[config.mk]
export PLATFORM = sky130hd
export DESIGN_NAME = ifu_flat
export DESIGN_NICKNAME = d
export VERILOG_FILES = /design/src/rtl/ifu_pkg.sv /design/src/rtl/ifu_if.sv /design/src/rtl/ifu_fifo.sv /design/src/rtl/ifu.sv /design/src/flat_wrapper.sv
export SDC_FILE = /design/constraint.sdc
export NUM_CORES = 1
export LEC_CHECK = 0
export ABC_CLOCK_PERIOD_IN_PS = 10150
export CAP_MARGIN = 20
export CELL_PAD_IN_SITES_DETAIL_PLACEMENT = 1
export CELL_PAD_IN_SITES_GLOBAL_PLACEMENT = 1
export CORE_ASPECT_RATIO = 0.75
export CORE_MARGIN = 2
export CORE_UTILIZATION = 35
export CTS_BUF_LIST = sky130_fd_sc_hd__clkbuf_16
export DETAILED_ROUTE_END_ITERATION = 12
export PLACE_DENSITY_LB_ADDON = 0.1
export SYNTH_ARGS = -nofsm -noshare
export SYNTH_HDL_FRONTEND = slang
export SYNTH_SLANG_ARGS = --single-unit
[constraint.sdc]
create_clock -name clk -period 10.15 [get_ports clk]
set_clock_uncertainty 0.1 [all_clocks]
set_input_delay 1.5225 -clock clk [delete_from_list [all_inputs] [get_ports clk]]
set_output_delay 1.5225 -clock clk [all_outputs]
set_load 0.005 [all_outputs]
[src/rtl/ifu_pkg.sv]
`default_nettype none
// +----------------------------------------------------------------------+
// | Module  : ifu_pkg                                                    |
// | Purpose : Shared types and constants for the instruction fetch unit. |
// |           FSM state encoding and the instruction word width.         |
// | Rev     : 1.0  initial release                                       |
// +----------------------------------------------------------------------+
package ifu_pkg;

   localparam int INS_W = 64;

   typedef enum logic [1:0] {
      ST_IDLE  = 2'd0,
      ST_FETCH = 2'd1,
      ST_DRAIN = 2'd2
   } ifu_state_e;

endpackage
`default_nettype wire

[src/rtl/ifu_if.sv]
`default_nettype none
// +----------------------------------------------------------------------+
// | Module  : ifu_if                                                     |
// | Purpose : Bundles the host, instruction-memory and decode signals of |
// |           the fetch unit.                                            |
// | Modports: master - the fetch unit (drives busy/done, req/addr,       |
// |                    vld/ins, perf counter)                            |
// |           slave  - the environment (host, SRAM, decode)              |
// | Rev     : 1.0  initial release                                       |
// +----------------------------------------------------------------------+
interface ifu_if
   import ifu_pkg::*;
#(
   parameter int AW = 16
) ();

   logic             host_ifu_start;
   logic [AW-1:0]    host_ifu_pc;
   logic             ifu_host_busy;
   logic             ifu_host_done;
   logic             ifu_imem_req;
   logic [AW-1:0]    ifu_imem_addr;
   logic             imem_ifu_rvld;
   logic [INS_W-1:0] imem_ifu_rdata;
   logic             ifu_idu_vld;
   logic [INS_W-1:0] ifu_idu_ins;
   logic             idu_ifu_rdy;
   logic             idu_ifu_wfi;
   logic [31:0]      ifu_perf_cnt;

   modport master (
      input  host_ifu_start, host_ifu_pc, imem_ifu_rvld, imem_ifu_rdata,
             idu_ifu_rdy, idu_ifu_wfi,
      output ifu_host_busy, ifu_host_done, ifu_imem_req, ifu_imem_addr,
             ifu_idu_vld, ifu_idu_ins, ifu_perf_cnt
   );

   modport slave (
      output host_ifu_start, host_ifu_pc, imem_ifu_rvld, imem_ifu_rdata,
             idu_ifu_rdy, idu_ifu_wfi,
      input  ifu_host_busy, ifu_host_done, ifu_imem_req, ifu_imem_addr,
             ifu_idu_vld, ifu_idu_ins, ifu_perf_cnt
   );

endinterface
`default_nettype wire

[src/rtl/ifu_fifo.sv]
`default_nettype none
// +----------------------------------------------------------------------+
// | Module  : ifu_fifo                                                   |
// | Purpose : Synchronous prefetch FIFO with flush, no write-to-read     |
// |           bypass.                                                    |
// | Ports   : clk, rst_n       clock, async active-low reset             |
// |           flush_i          empty the FIFO at the next edge (wins)    |
// |           wr_i, wdata_i    push                                      |
// |           rd_i             pop (ignored when empty)                  |
// |           rdata_o          head entry                                |
// |           empty_o, cnt_o   status                                    |
// | Rev     : 1.0  initial release                                       |
// +----------------------------------------------------------------------+
module ifu_fifo #(
   parameter int DEPTH = 2,
   parameter int WIDTH = 64
) (
   input  logic                     clk,
   input  logic                     rst_n,
   input  logic                     flush_i,
   input  logic                     wr_i,
   input  logic [WIDTH-1:0]         wdata_i,
   input  logic                     rd_i,
   output logic [WIDTH-1:0]         rdata_o,
   output logic                     empty_o,
   output logic [$clog2(DEPTH):0]   cnt_o
);

   localparam int PW = $clog2(DEPTH);

   logic [WIDTH-1:0] mem_q [DEPTH];
   logic [PW-1:0]    wptr_q;
   logic [PW-1:0]    rptr_q;
   logic [PW:0]      cnt_q;
   logic             w_full;
   logic             w_rd;
   logic             w_wr;

   assign empty_o = (cnt_q == '0);
   assign w_full  = (cnt_q == (PW+1)'(DEPTH));
   assign w_rd    = rd_i & ~empty_o;
   // A full FIFO still accepts a write when the head leaves in the same cycle.
   assign w_wr    = wr_i & (~w_full | w_rd);

   always_ff @(posedge clk or negedge rst_n) begin
      if (!rst_n) begin
         wptr_q <= '0;
         rptr_q <= '0;
         cnt_q  <= '0;
      end else if (flush_i) begin
         wptr_q <= '0;
         rptr_q <= '0;
         cnt_q  <= '0;
      end else begin
         if (w_wr) wptr_q <= wptr_q + 1'b1;
         if (w_rd) rptr_q <= rptr_q + 1'b1;
         cnt_q <= cnt_q + (PW+1)'(w_wr) - (PW+1)'(w_rd);
      end
   end

   // Storage needs no reset: an entry is only visible once counted.
   always_ff @(posedge clk) begin
      if (w_wr && !flush_i) mem_q[wptr_q] <= wdata_i;
   end

   assign rdata_o = mem_q[rptr_q];
   assign cnt_o   = cnt_q;

endmodule
`default_nettype wire

[src/rtl/ifu.sv]
`default_nettype none
// +----------------------------------------------------------------------+
// | Module  : ifu                                                        |
// | Purpose : Instruction fetch unit. Fetches 64-bit words from the      |
// |           instruction SRAM under a credit limit, buffers them in a   |
// |           prefetch FIFO and hands them to decode. Stops on WFI,      |
// |           dropping everything fetched past it.                       |
// | Ports   : clk, rst_n   clock, async active-low reset                 |
// |           bus          ifu_if.master (host, imem, decode, perf)      |
// | Macro   : IFU_PERF_CNT_EN - enables the saturating delivered-        |
// |           instruction counter on ifu_perf_cnt (else tied to 0).      |
// | Rev     : 1.0  initial release                                       |
// +----------------------------------------------------------------------+
module ifu
   import ifu_pkg::*;
#(
   parameter int AW    = 16,
   parameter int DEPTH = 2
) (
   input  logic   clk,
   input  logic   rst_n,
   ifu_if.master  bus
);

   localparam int OW = $clog2(DEPTH) + 1;

   ifu_state_e       state_q, state_d;
   logic [AW-1:0]    pc_q, pc_d;
   logic [OW-1:0]    outst_q, outst_d;
   logic [OW-1:0]    w_fifo_cnt;
   logic             w_fifo_empty;
   logic [INS_W-1:0] w_head;
   logic             w_fetch;
   logic             w_credit;
   logic             w_req;
   logic             w_rvld_acc;
   logic             w_wr;
   logic             w_flush;
   logic             w_vld;
   logic             w_rd;
   logic             w_done;

   assign w_fetch    = (state_q == ST_FETCH);
   // Buffered plus in-flight words may never exceed the FIFO size.
   assign w_credit   = ({1'b0, w_fifo_cnt} + {1'b0, outst_q}) < (OW+1)'(DEPTH);
   assign w_req      = w_fetch & ~bus.idu_ifu_wfi & w_credit;
   // Responses with nothing outstanding (e.g. issued before a reset) are dropped.
   assign w_rvld_acc = bus.imem_ifu_rvld & (outst_q != '0);
   assign w_wr       = w_rvld_acc & w_fetch & ~bus.idu_ifu_wfi;
   assign w_flush    = ~w_fetch | bus.idu_ifu_wfi;
   assign w_vld      = ~w_fifo_empty & w_fetch & ~bus.idu_ifu_wfi;
   assign w_rd       = w_vld & bus.idu_ifu_rdy;

   ifu_fifo #(
      .DEPTH (DEPTH),
      .WIDTH (INS_W)
   ) u_fifo (
      .clk     (clk),
      .rst_n   (rst_n),
      .flush_i (w_flush),
      .wr_i    (w_wr),
      .wdata_i (bus.imem_ifu_rdata),
      .rd_i    (w_rd),
      .rdata_o (w_head),
      .empty_o (w_fifo_empty),
      .cnt_o   (w_fifo_cnt)
   );

   always_ff @(posedge clk or negedge rst_n) begin
      if (!rst_n) begin
         state_q <= ST_IDLE;
         pc_q    <= '0;
         outst_q <= '0;
      end else begin
         state_q <= state_d;
         pc_q    <= pc_d;
         outst_q <= outst_d;
      end
   end

   always_comb begin
      state_d = state_q;
      pc_d    = pc_q;
      w_done  = 1'b0;
      outst_d = outst_q + OW'(w_req) - OW'(w_rvld_acc);
      case (state_q)
         ST_IDLE: begin
            if (bus.host_ifu_start) begin
               pc_d    = bus.host_ifu_pc;
               state_d = ST_FETCH;
            end
         end
         ST_FETCH: begin
            if (w_req) pc_d = pc_q + 1'b1;
            if (bus.idu_ifu_wfi) state_d = ST_DRAIN;
         end
         ST_DRAIN: begin
            if ((outst_q == '0) && !bus.idu_ifu_wfi) begin
               state_d = ST_IDLE;
               w_done  = 1'b1;
            end
         end
         default: state_d = ST_IDLE;
      endcase
   end

   assign bus.ifu_host_busy = (state_q == ST_FETCH) | (state_q == ST_DRAIN);
   assign bus.ifu_host_done = w_done;
   assign bus.ifu_imem_req  = w_req;
   assign bus.ifu_imem_addr = pc_q;
   assign bus.ifu_idu_vld   = w_vld;
   assign bus.ifu_idu_ins   = w_vld ? w_head : '0;

`ifdef IFU_PERF_CNT_EN
   logic [31:0] perf_q;

   always_ff @(posedge clk or negedge rst_n) begin
      if (!rst_n) begin
         perf_q <= '0;
      end else if ((state_q == ST_IDLE) && bus.host_ifu_start) begin
         perf_q <= '0;
      end else if (w_rd && (perf_q != 32'hFFFF_FFFF)) begin
         perf_q <= perf_q + 32'd1;
      end
   end

   assign bus.ifu_perf_cnt = perf_q;
`else
   assign bus.ifu_perf_cnt = '0;
`endif

   a_rvld_orphan: assert property (@(posedge clk) disable iff (!rst_n)
      !(bus.imem_ifu_rvld && (outst_q == '0)));

endmodule
`default_nettype wire

[src/flat_wrapper.sv]
// flat-port wrapper written by rule: the top's interface ports become plain ports
module ifu_flat import ifu_pkg::*;
#(
   parameter int AW    = 16,
   parameter int DEPTH = 2
)
  (clk, rst_n, bus_host_ifu_start, bus_host_ifu_pc, bus_imem_ifu_rvld, bus_imem_ifu_rdata, bus_idu_ifu_rdy, bus_idu_ifu_wfi, bus_ifu_host_busy, bus_ifu_host_done, bus_ifu_imem_req, bus_ifu_imem_addr, bus_ifu_idu_vld, bus_ifu_idu_ins, bus_ifu_perf_cnt);
  ifu_if #(.AW(AW)) bus_i ();
  input  logic clk;
  input  logic rst_n;
  input wire logic [$bits(bus_i.host_ifu_start)-1:0] bus_host_ifu_start;
  input wire logic [$bits(bus_i.host_ifu_pc)-1:0] bus_host_ifu_pc;
  input wire logic [$bits(bus_i.imem_ifu_rvld)-1:0] bus_imem_ifu_rvld;
  input wire logic [$bits(bus_i.imem_ifu_rdata)-1:0] bus_imem_ifu_rdata;
  input wire logic [$bits(bus_i.idu_ifu_rdy)-1:0] bus_idu_ifu_rdy;
  input wire logic [$bits(bus_i.idu_ifu_wfi)-1:0] bus_idu_ifu_wfi;
  output wire logic [$bits(bus_i.ifu_host_busy)-1:0] bus_ifu_host_busy;
  output wire logic [$bits(bus_i.ifu_host_done)-1:0] bus_ifu_host_done;
  output wire logic [$bits(bus_i.ifu_imem_req)-1:0] bus_ifu_imem_req;
  output wire logic [$bits(bus_i.ifu_imem_addr)-1:0] bus_ifu_imem_addr;
  output wire logic [$bits(bus_i.ifu_idu_vld)-1:0] bus_ifu_idu_vld;
  output wire logic [$bits(bus_i.ifu_idu_ins)-1:0] bus_ifu_idu_ins;
  output wire logic [$bits(bus_i.ifu_perf_cnt)-1:0] bus_ifu_perf_cnt;
  assign bus_i.host_ifu_start = bus_host_ifu_start;
  assign bus_i.host_ifu_pc = bus_host_ifu_pc;
  assign bus_i.imem_ifu_rvld = bus_imem_ifu_rvld;
  assign bus_i.imem_ifu_rdata = bus_imem_ifu_rdata;
  assign bus_i.idu_ifu_rdy = bus_idu_ifu_rdy;
  assign bus_i.idu_ifu_wfi = bus_idu_ifu_wfi;
  assign bus_ifu_host_busy = bus_i.ifu_host_busy;
  assign bus_ifu_host_done = bus_i.ifu_host_done;
  assign bus_ifu_imem_req = bus_i.ifu_imem_req;
  assign bus_ifu_imem_addr = bus_i.ifu_imem_addr;
  assign bus_ifu_idu_vld = bus_i.ifu_idu_vld;
  assign bus_ifu_idu_ins = bus_i.ifu_idu_ins;
  assign bus_ifu_perf_cnt = bus_i.ifu_perf_cnt;
  ifu #(.AW(AW), .DEPTH(DEPTH)) u_core (.clk(clk), .rst_n(rst_n), .bus(bus_i));
endmodule
Figure 1. Close-up of the layout (run 1).
Bar = 20 um. Region (16, 6) to (66, 56) um. Cells in grey, sequential cells in the stronger grey; small squares are vias.
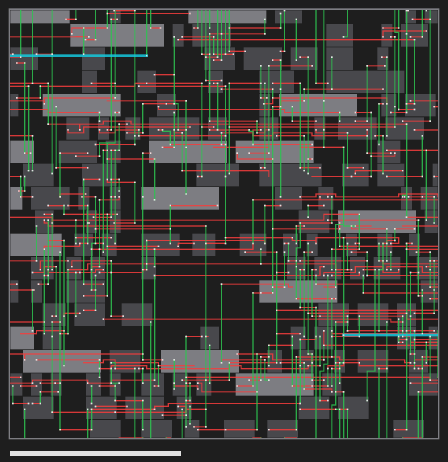
[red] M1
[cyan] M3
[green] M2
cells with their middle in the window: 130
most frequent: clkdlybuf4s50_1 (14), dfrtp_1 (12), inv_1 (11)
netlist names of flops here include: u_core.bus.ifu_imem_addr (6), u_core.outst_q (2), u_core.state_q (2)
sequential cells in the window: 14

Figure 2. Placed cells, one colour a class (run 1).
Fill, decap, tap and diode cells in grey.
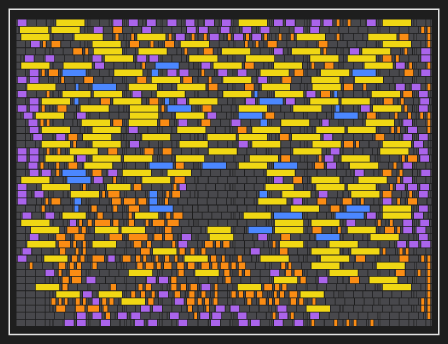
[purple] remaining buffers and delay cells | cells: 174 | share of their area: 20%
[orange] remaining logic cells | cells: 309 | share of their area: 23%
[yellow] registers | cells: 152 | share of their area: 51%
[blue] clock drivers and dummy loads | cells: 32 | share of their area: 6.5%

Figure 3. Placed standard cells (run 1).
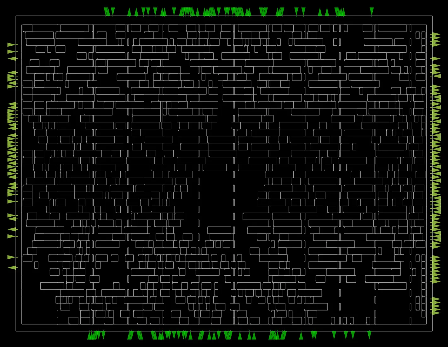
# fillers: 1899
post-layout utilization of the core: 48.79%
Site Rows: 43
final std cells w/o fill: 914
flip-flops: 152

Figure 4. Sequential cells grouped by signal name (run 1).
Other sequential cells in the stronger grey, the rest of the logic in the fainter grey.
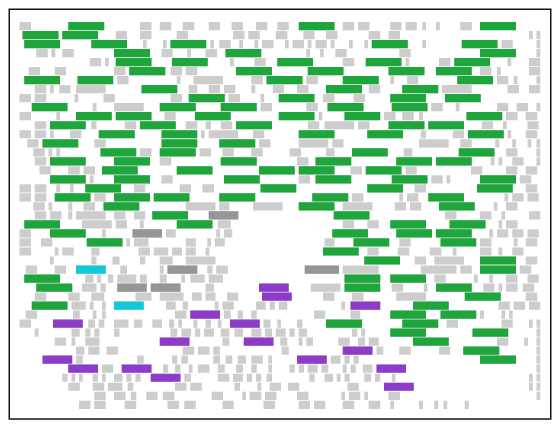
[green] u_core.u_fifo.mem_q | flops: 128
[purple] u_core.bus.ifu_imem_addr | flops: 16
[cyan] u_core.state_q | flops: 2
not coloured: 6

run 1: registers in the layout, summed over array words and instances (netlist names):
name,flops
u_core.bus.ifu_imem_addr,16
u_core.outst_q,2
u_core.state_q,2
u_core.u_fifo.cnt_o,2
u_core.u_fifo.mem_q,128
u_core.u_fifo.rptr_q,1
u_core.u_fifo.wptr_q,1
run 1: report_power, final:
group | internal, mW | total [mW] | switching, mW
Sequential | 0.748 | 0.819 | 0.0710
Combinational | 0.193 | 0.402 | 0.209
Clock | 0.358 | 0.606 | 0.248
Total | 1.30 | 1.83 | 0.528
run 1: worst max-delay path: stages:
cell and delay (ps):
clkdlybuf4s50_1 460, nor2b_1 330, o21ai_4 90, buf_4 360, nor2_1 250, clkdlybuf4s50_1 530
==> flow_metrics.py, run 1 <==
# Synthesis and PnR figures
metrics = {
    "finish": {
        "fin_nets": 750,
        "layout.cells.most_common": "clkdlybuf4s50_1",
        "final.clkbuf_count": 17,
        "clockNetworkAreaShare_pct": 6.263,
        "antenna_cells": 0,
        "largest_cell_class": "flip-flops and latches",
    },
    "yosys": {
        "syn_area_per_cell_um2": 13.66,
        "area_leaders": "edfxtp_1 58%, mux2i_1 10%, dfrtp_1 9.1%, nor2_1 3.9%, buf_4 3.9%",
        "yosys.area_share.adder_pct": 2.002,
        "synth_cells": 485,
        "top_cells_by_count": "128 x edfxtp_1, 69 x mux2i_1, 69 x nor2_1",
        "synth-simple-area-share_pct": 9.082,
        "synth_area_mm2": 0.006626,
        "synth_top_area_share_pct": 58.01,
        "synth_seq_share_pct": 67.07,
    },
    "final_timing": {
        "slew_headroom_pct": 38.24,
        "finalCriticalPeriod_ps": 5184,
        "fmax_mhz": 192.9,
        "hold_violations": 0,
        "fin_ws_ps": 4966,
    },
    "clocking": {
        "cts.sinks": 152,
        "post_cts_resized": 0,
        "clk_latency_ps": 420,
        "cts_tree": "yes",
        "cts_setup_buffers": 0,
        "cts_inserted_buffers": 17,
    },
    "global_route": {
        "grt_pass1_vias": 4525,
        "grt_util_met1_pct": 22.57,
        "grt_max_degree": 66,
        "grt_usage_pct": 16.41,
    },
    "setup_path": {
        "path_class": "input pin to output pin",
        "worstReg2RegStart": "u_core.state_q[1]",
        "crit_path_start": "bus_idu_ifu_wfi",
    },
    "power": {
        "max-vdd-ir-drop_uv": 120.5,
    },
    "place": {
        "dpl_cell_area_mm2": 0.008464,
        "place_ws_ps": 4959,
    },
    "drt": {
        "routed.top_layer": "met4",
        "drt_iter0_markers": 313,
    },
    "floorplan": {
        "core-area_mm2": 0.01851,
    },
    "status": {
        "status": "finished clean",
    },
    "worst_hold_path": {
        "hp-class": "flop to flop",
        "hold_path_end": "u_core.outst_q[0]",
        "hold_path_depth": 1,
    },
}
Figure 5. Signal metal coverage by tile (run 1).
Bar = 50 um. 33 x 25 tiles, from black (low) to pale yellow (high), scaled to the fullest tile. Values are wire area over tile area, all layers added.
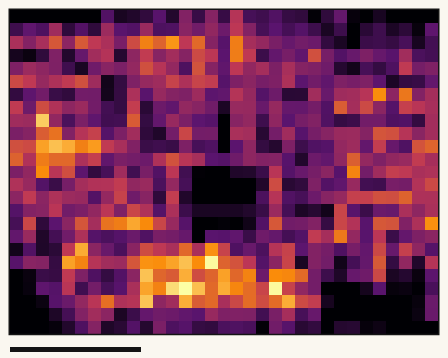

==> run 2: changes to the inputs <==
ABC_CLOCK_PERIOD_IN_PS = 5100   (was 10150)
clock period = 5.1 ns   (was 10.15 ns; I/O delays follow)
Figure 6. Signal metal coverage by tile (run 2).
Bar = 50 um. 33 x 25 tiles, from black (low) to pale yellow (high), scaled to the fullest tile. Values are wire area over tile area, all layers added.
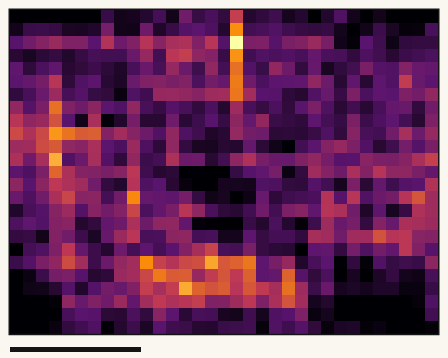
emptiest ninth of the die: south-east
mean over tiles: 0.13
fullest tile: 0.51
nearly empty tiles: 8.5%

Figure 7. Placed standard cells (run 2).
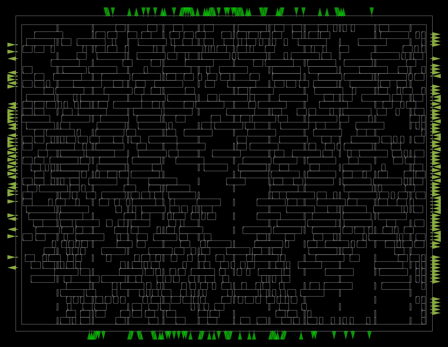
post-layout utilization of the core: 49.28%
final std cells w/o fill: 915

==> run 2 against run 1 <==
Utilization up 0.49 points. Worst setup slack worse by 3600 ps. Via count down 0.39%. Die size unchanged. Final area up 1.0%. Non-clock buffer count up 1. Hold slack worse by 5.7 ps. Critical path type unchanged. Largest power group unchanged. Count of clock-buffer cells in the layout unchanged. Sequential power up 99%. Cell count up 0.11%.
==> flow_metrics.py, run 2 <==
# Synthesis and PnR figures
metrics = {
    "place": {
        "dp_hpwl_um": 10930,
        "dpl_cell_area_mm2": 0.008484,
        "place_ws_ps": 1383,
    },
    "floorplan": {
        "row_count": 43,
        "core-area_mm2": 0.01851,
        "pin_count": 202,
    },
    "setup_path": {
        "path_class": "input pin to output pin",
        "crit_path_end_kind": "output pin",
        "r2r_end": "u_core.u_fifo.mem_q[0][60]",
        "cp_num_cells": 6,
        "worstReg2RegStart": "u_core.state_q[1]",
        "crit_path_start": "bus_idu_ifu_wfi",
        "cp_slowest_cell": "clkdlybuf4s50_1",
        "worst-path-buf-inv": 3,
        "cp_cell_sequence": "clkdlybuf4s50_1, nor2b_1, o21ai_4, buf_4, nor2_1, clkdlybuf4s50_1",
        "path_common_cell": "clkdlybuf4s50_1",
        "max_stage_delay_ps": 530,
        "critPathRequiredTime_ps": 4240,
        "crit_arrival_ps": 2850,
        "cp-start-kind": "input pin",
        "critical-path-top-delay-family": "buffers and inverters",
    },
    "global_route": {
        "grt_pass1_wl_um": 24710,
        "grt_usage_pct": 16.43,
        "grt_pass1_vias": 4501,
        "grt_max_degree": 66,
    },
    "final_timing": {
        "finalCriticalPeriod_ps": 3715,
        "hold_ws_ps": 454.8,
        "rsz0062_at_grt": "false",
        "final_max_slew_viol_count": 0,
        "fmax_mhz": 269.2,
        "hold_violations": 0,
        "setup_viol": 0,
        "slew_headroom_pct": 37.77,
        "fin_ws_ps": 1385,
    },
    "finish": {
        "fin_nets": 751,
        "largest_reg_flops": 128,
        "sh_seq_area_pct": 48.77,
        "seq_cell_count": 152,
        "final_area_mm2": 0.009121,
        "regMostFlops": "u_core.u_fifo.mem_q",
        "largest_cell_class": "flip-flops and latches",
        "layout.cells.most_common": "clkdlybuf4s50_1",
        "antenna_cells": 0,
        "non_clock_buffer_count": 175,
        "n_fill_cell": 1890,
        "final.clkbuf_count": 17,
        "clockNetworkAreaShare_pct": 6.982,
    },
    "clocking": {
        "cts.sinks": 152,
        "post_cts_resized": 0,
        "path_clk_slew_ps": 60,
        "cts_tree": "yes",
        "cts_setup_buffers": 0,
        "cts_inserted_buffers": 17,
        "clk_latency_ps": 420,
    },
    "yosys": {
        "async_reset_ff_share_pct": 15.79,
        "synth_seq_share_pct": 67.07,
        "top_cells_by_count": "128 x edfxtp_1, 69 x mux2i_1, 69 x nor2_1",
        "syn_area_per_cell_um2": 13.66,
        "synth_area_mm2": 0.006626,
        "yosys_area_mm2": 0.006626,
        "synth_cells": 485,
        "synth_top_area_share_pct": 58.01,
        "area_leaders": "edfxtp_1 58%, mux2i_1 10%, dfrtp_1 9.1%, nor2_1 3.9%, buf_4 3.9%",
    },
    "power": {
        "max-vdd-ir-drop_uv": 253.7,
        "pg_seq_mw": 1.63,
        "pg_comb_mw": 0.797,
        "p_clk_mw": 1.36,
        "combPwrFrac_pct": 21.1,
        "power.share.switching_pct": 27.65,
        "power_frac_clock_pct": 36.0,
        "p_int_mw": 2.737,
        "p_switching_mw": 1.046,
        "sequentialPowerShare_pct": 43.0,
        "power-top-group": "registers",
    },
    "drt": {
        "vias": 4320,
        "ant_nets": 0,
        "drt_iter0_markers": 249,
    },
    "worst_hold_path": {
        "hp-class": "flop to flop",
        "hold_path_end": "u_core.state_q[1]",
        "hold_path_depth": 1,
    },
    "status": {
        "status": "finished clean",
    },
}
Figure 8. Close-up of the layout (run 2).
Bar = 20 um. Region (16, 6) to (66, 56) um. Cells in grey, sequential cells in the stronger grey; small squares are vias.
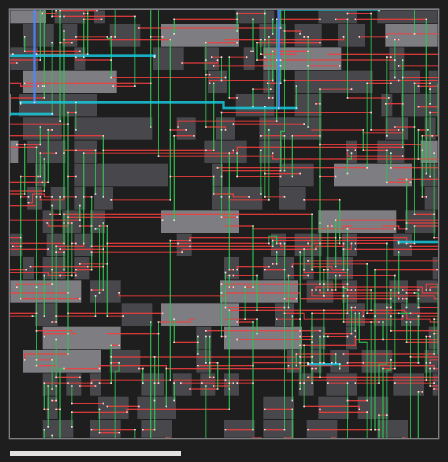
[blue] M4
[cyan] M3
[green] M2
[red] M1
most frequent: clkdlybuf4s50_1 (18), dfrtp_1 (11)
sequential cells in the window: 13
cells with their middle in the window: 126
netlist names of flops here include: u_core.bus.ifu_imem_addr (6), u_core.outst_q (2), u_core.u_fifo.cnt_o (2)

[run 2: cell counts after synthesis]
Identical to the previous run, type by type.
[run 2: kinds of logic (layout without fill, tap and decap cells)]
group	count (synthesis)	after routing	share of synthesized area, %
multiplexers	70	70	10.59
adder cells (fa/ha/maj)	10	10	2.002
flip-flops	152	152	67.07
other	1	32	0.05659
AND-OR/OR-AND	48	48	4.513
buffers and inverters	69	221	6.023
AND/OR/NAND/NOR	130	130	9.082
XOR/XNOR	5	5	0.6608
[run 2: metal layers]
| layer | GRT usage (%) | routed length [um] |
|---|---|---|
| met4 | 5.973 | 284 |
| met3 | 5.032 | 1013 |
| met5 | 0 | 0 |
| met2 | 23.33 | 6786 |
| met1 | 23.69 | 7949 |
Figure 9. Placed cells, one colour a class (run 2).
Fill, decap, tap and diode cells in grey.
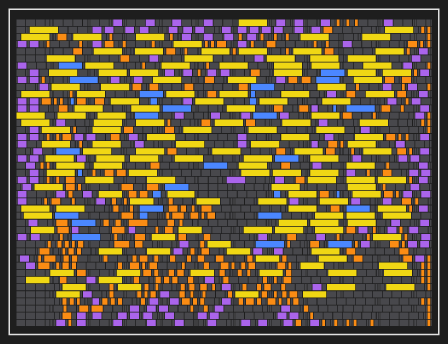

==> run 3: changes to the inputs <==
ABC_CLOCK_PERIOD_IN_PS = 3900   (was 5100)
clock period = 3.9 ns   (was 5.1 ns; I/O delays follow)
Figure 10. Placed cells, one colour a class (run 3).
Fill, decap, tap and diode cells in grey.
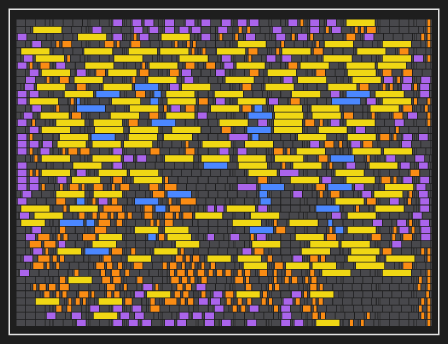
[yellow] registers | cells: 152 | share of their area: 51%
[orange] remaining logic cells | cells: 309 | share of their area: 22%
[blue] clock drivers and dummy loads | cells: 32 | share of their area: 6.7%
[purple] remaining buffers and delay cells | cells: 176 | share of their area: 20%

Figure 11. Signal metal coverage by tile (run 3).
Bar = 50 um. 33 x 25 tiles, from black (low) to pale yellow (high), scaled to the fullest tile. Values are wire area over tile area, all layers added.
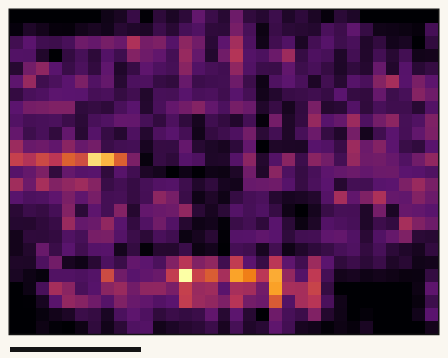
nearly empty tiles: 7.5%
mean over tiles: 0.13
fullest tile: 0.67
emptiest ninth of the die: south-east
tiles over half the peak: 2.7%

==> run 3 against run 2 <==
Flip-flop count is the same. Combinational power grew 32%. Highest routed layer is now met5. Synthesized cell count is the same. Hold slack gained 2.9 ps. Critical endpoint is now bus_ifu_idu_ins[56]. Worst setup slack lost 980 ps. Sequential share of layout area grew 0.060 points. Cell count grew 0.11%. Largest power group unchanged.
==> flow_metrics.py, run 3 <==
# Synthesis and PnR figures
metrics = {
    "power": {
        "power_frac_clock_pct": 34.1,
        "sequentialPowerShare_pct": 44.1,
        "power.share.switching_pct": 29.61,
        "pg_comb_mw": 1.05,
        "p_int_mw": 3.407,
        "pg_seq_mw": 2.14,
    },
    "global_route": {
        "grt_pass1_vias": 4566,
        "grt_usage_pct": 17.08,
        "grt_util_met1_pct": 24.03,
        "grt_max_degree": 40,
    },
    "worst_hold_path": {
        "hp-class": "flop to flop",
        "hold_path_end": "u_core.state_q[1]",
        "hold_path_depth": 1,
    },
    "finish": {
        "final_area_mm2": 0.009110,
        "final.clkbuf_count": 17,
        "regMostFlops": "u_core.u_fifo.mem_q",
        "largest_reg_flops": 128,
        "largest_cell_class": "flip-flops and latches",
        "n_fill_cell": 1918,
        "final_core_util_pct": 49.22,
        "antenna_cells": 0,
        "layout.cells.most_common": "clkdlybuf4s50_1",
        "sh_seq_area_pct": 48.83,
        "stdcell_count": 916,
    },
    "final_timing": {
        "final_max_slew_viol_count": 0,
        "rsz0062_at_grt": "false",
        "hold_violations": 0,
        "hold_ws_ps": 457.7,
        "setup_viol": 0,
    },
    "place": {
        "dp_hpwl_um": 11510,
        "place_ws_ps": 357.2,
    },
    "setup_path": {
        "path_class": "flop to output pin",
        "max_stage_delay_ps": 530,
        "cp_num_cells": 7,
        "worst-path-buf-inv": 3,
        "cp_slowest_cell": "clkdlybuf4s50_1",
        "r2r_end": "u_core.u_fifo.cnt_o[1]",
        "crit_arrival_ps": 2810,
    },
    "clocking": {
        "cts.sinks": 152,
        "post_cts_resized": 0,
        "clk_latency_ps": 420,
        "path_clk_slew_ps": 60,
        "cts_setup_buffers": 0,
    },
    "floorplan": {
        "pin_count": 202,
        "row_count": 43,
        "core-area_mm2": 0.01851,
    },
    "drt": {
        "drt_iter0_markers": 198,
        "vias": 4380,
        "ant_nets": 0,
        "routed.top_layer": "met5",
    },
    "yosys": {
        "syn_area_per_cell_um2": 13.66,
        "top_cells_by_count": "128 x edfxtp_1, 69 x mux2i_1, 69 x nor2_1",
        "synth_seq_share_pct": 67.07,
    },
    "status": {
        "status": "finished clean",
    },
}
Figure 12. Sequential cells grouped by signal name (run 3).
Other sequential cells in the stronger grey, the rest of the logic in the fainter grey.
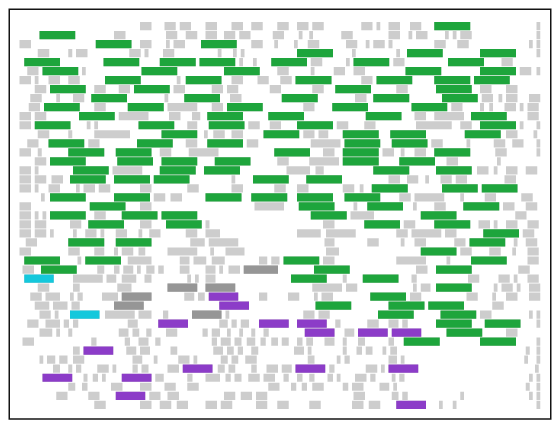
[green] u_core.u_fifo.mem_q | flops: 128
[cyan] u_core.state_q | flops: 2
[purple] u_core.bus.ifu_imem_addr | flops: 16

## run 3: kinds of logic after synthesis
family          count (synthesis)  synth area share, %
compound gates                 48                4.513
buf+inv                        69                6.023
other cells                     1              0.05659
mux                            70                10.59
fa+ha+maj                      10                2.002
simple gates                  130                9.082
xor+xnor                        5               0.6608
flops                         152                67.07
## run 3: worst register-to-register path, delay by kind of cell (launching register included)
family	cells	cell delay, ps
AND/OR/NAND/NOR	3	670
flip-flops	1	390
XOR/XNOR	2	320
buffers and inverters	4	600
AND-OR/OR-AND	1	330
adder cells (fa/ha/maj)	3	560
Power is estimated from default activity; no workload was simulated.
